==> config.mk <==
export PLATFORM = sky130hd
export DESIGN_NAME = instruction_fetch
export DESIGN_NICKNAME = d
export VERILOG_FILES = /design/src/rtl/proc_pkg.sv /design/src/rtl/pc_next_logic.sv /design/src/rtl/instruction_fetch.sv
export SDC_FILE = /design/constraint.sdc
export NUM_CORES = 1
export LEC_CHECK = 0
export CAP_MARGIN = 20
export CORE_MARGIN = 1
export CORE_UTILIZATION = 50
export DETAILED_ROUTE_END_ITERATION = 16
export DONT_BUFFER_PORTS = 1
export GPL_ROUTABILITY_DRIVEN = 0
export GPL_TIMING_DRIVEN = 0
export MAX_ROUTING_LAYER = met4
export SLEW_MARGIN = 40
export SYNTH_ARGS = -nofsm -noshare
export SYNTH_HDL_FRONTEND = slang
export SYNTH_SLANG_ARGS = --single-unit
==> constraint.sdc <==
create_clock -name clk -period 3.17 [get_ports clk]
set_input_delay 0.317 -clock clk [delete_from_list [all_inputs] [get_ports clk]]
set_output_delay 0.317 -clock clk [all_outputs]
set_load 0.02 [all_outputs]
flops_by_reg.png
Scale bar: 20 um. Other sequential cells in the stronger grey, the rest of the logic in the fainter grey.
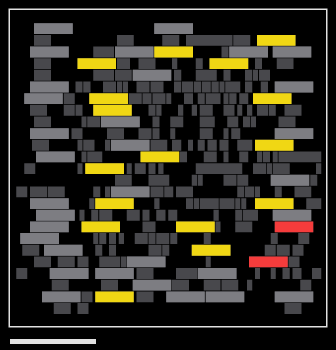
yellow -> `imem_addr`  # flops 16
red -> `state_dbg`  # flops 2
Flop area: 1250 um^2
Seq. pwr: 1720 uW

layer_met2.png
Scale bar: 20 um.
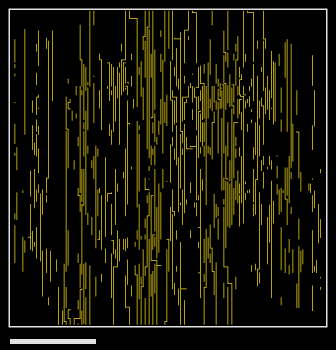
longest straight run = 32.6 um
nets with wire on the layer = 258
main direction = vertical
share of all routed wire = 48%
wire length on this layer = 3070 um
met2 GRT Util: 0.413
via count: 1949
total routed wirelength: 6330 um

logic_types.png
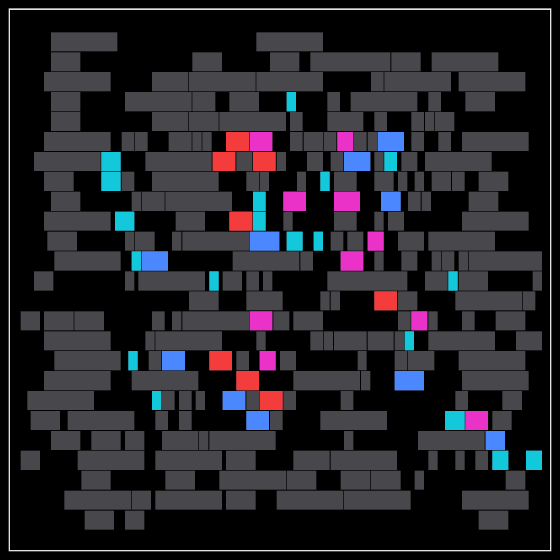
blue -> non-inverting ao/oa cells  # cells 10
magenta -> and/or cells  # cells 10
cyan -> nor cells  # cells 19
red -> xor and xnor cells  # cells 8
combinational share of cell area: 0.414
Layout Cells excl Fill: 319

layer_met3.png
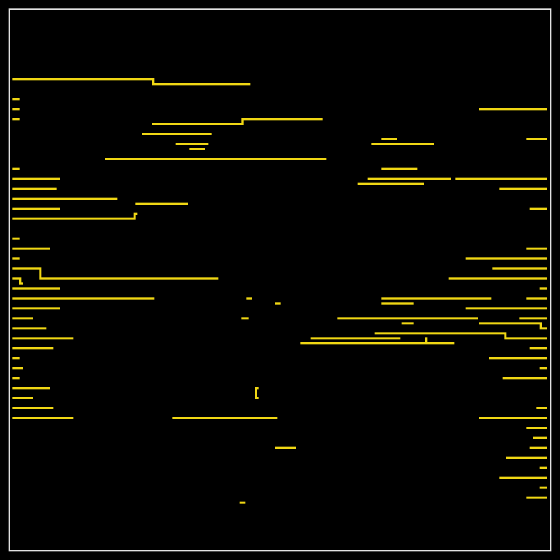
main direction = horizontal
longest straight run = 29.9 um
nets with wire on the layer = 72
share of all routed wire = 8.9%
met3 Resource Use GR: 0.0713

==> metrics.cfg <==
[place]
place_area_um2=2660
dp_hpwl_um=4680
place_inst=309
io_buffers=0
pre_cts_ws_ps=1020

[finish]
num-fill-cells=441
layout.area.comb_um2=1170
drive_above_1_share=0.218
area_growth_pct=10.3
fin_util=0.585
antennaDiodeCount=0
final_cell_area_um2=2840
layout.nets=291

[synthesis]
post_synth_num_cell_types=41
ys_dominant_reg_cell=dfrtp_1
yosys_area_um2=2570
syn_area_um2=2570
top_cells_by_area=dfrtp_1 (49%), mux2_2 (14%), nand3_1 (3.5%), nand2_1 (2.8%), buf_4 (2.3%)
top_area_frac=0.487
ys_async_sr_fraction=1.00
ys_cells=242
yosysSeqAreaShare=0.487
synth_cells=242
top_cell=dfrtp_1
synth_flops=50
fp_nets=282
synth_warnings=0
syn_avg_cell_area_um2=10.6
synth-edff-count=0
ys_top_cells_by_count=dfrtp_1 (50), mux2_2 (33), nand2_1 (19), nand3_1 (18), clkbuf_1 (14)

[clocking]
tritoncts=done
cts_buffers=5
cts_setup_buffers=0
cts_num_sinks=50
worstSkewPairLatency_ps=300
ctsHtreeMaxLevel=2
cts.reportedPaths.clkPinSlew_ps=90
clock_path_buffers=2

[final_timing]
rsz0062_at_grt=no
setup_slack_ps=982
hold_ws_ps=113
setup_tns_ps=0
hold_viol=0
finClkSkew_ps=4.88
slew_violations=0
finalCriticalPeriod_ps=2190
worst_pin_slew_ps=683
slew_headroom=0.544
setup_viol_count_final=0

[worst_hold_path]
hold_depth=1
hold_class=in -> reg

[run]
warning_count=26
maxCapViolCount=0

[critical_path]
cp.arrival_ps=2430
ff2ff_setup_slack_ps=980
crit_path_max_fanout=8
crit_type=reg -> reg
worstSetupStartpointType=flop
end_kind=flop
rr_worst_depth=6

[global_route]
antenna_found_initial=0
grt_max_degree=51
grt_pass1_vias=1981
grt_pass1_wl_um=9870
overflow=0
grt_usage=0.254

[floorplanning]
die_area_um2=5430
rows=25
die_h_um=73.7
fp_util=0.530
core_um2=4850
fp.dieW_um=73.7
ios=99

[status]
status=finished, final reports clean

[drt]
wire_per_inst_um=19.8
drt-initial-drc-count=98
drt-pass1-iter-count=5
post-route-drc-count=0
postRouteAntennaNets=0
routed_via_density=6.11

[pwr]
power_uw=3150
powerDensity_nw_per_um2=1110
vdd_ir_drop_max_uv=530
leakage_uw=0.00118

[routing by layer]
layer,part of all wire,wire [um],global-route usage,vias to the layer above
met5,0,0,-,-
met4,0.016,99,0.0919,0
met3,0.089,564,0.0713,8
met2,0.48,3070,0.413,104
met1,0.41,2600,0.301,950
li1,-,-,-,887
[cells in the final DEF, fill, tap and decap left out, drive strengths merged, types with 2 or more instances in the layout]
cell and count:
and4 4, bufinv 2, o221ai 3, inv 5, mux2i 3, o211ai 6
and2 2, a211o 3, o21ai 11, nand4 4, clkbuf 22, nand3 18
a21oi 8, nor3b 4, a21o 2, nor2b 2, mux2 33, a311o 2
a31oi 3, xor2 5, o221a 2, nor3 3, xnor2 3, nor2 9
dfrtp 50, nand2 19, buf 10
[repair_timing]
item,4_1_cts,5_1_grt
hold endpoints to repair,50,0
gates resized,0,0
hold buffers,2,0
[cells by family after synthesis]
logic type               Yosys count  synth area share
AND/OR/NAND/NOR                   73             0.150
flip-flops                        50             0.487
AND-OR/OR-AND                     44             0.118
multiplexers                      36             0.156
buffers and inverters             30            0.0569
XOR/XNOR                           8            0.0273
adder cells (fa/ha/maj)            1           0.00487
[critical path, cell delays in order, from the launching register on]
cell	delay, ps
dfrtp_1	520
or3b_1	410
buf_2	190
or2_1	240
clkbuf_2	160
or4b_1	520
nand3_1	100
[final cells by class]
type	count	share of cell area
Clock buffer	6	0.0291
Buffer	25	0.0450
Multi-Input combinational cell	162	0.414
Tap cell	67	0.0296
Clock inverter	2	0.0212
Sequential cell	50	0.441
Inverter	5	0.00662
Timing Repair Buffer	2	0.0132
[report_power, final]
part           leakage [uW]  total, uW  internal, uW  switching [uW]
sequential         0.000598       1720           945             778
clock             0.0000714        544           336             208
combinational      0.000507        882           459             423
total               0.00118       3150          1740            1410
Power is estimated from default activity; no workload was simulated.
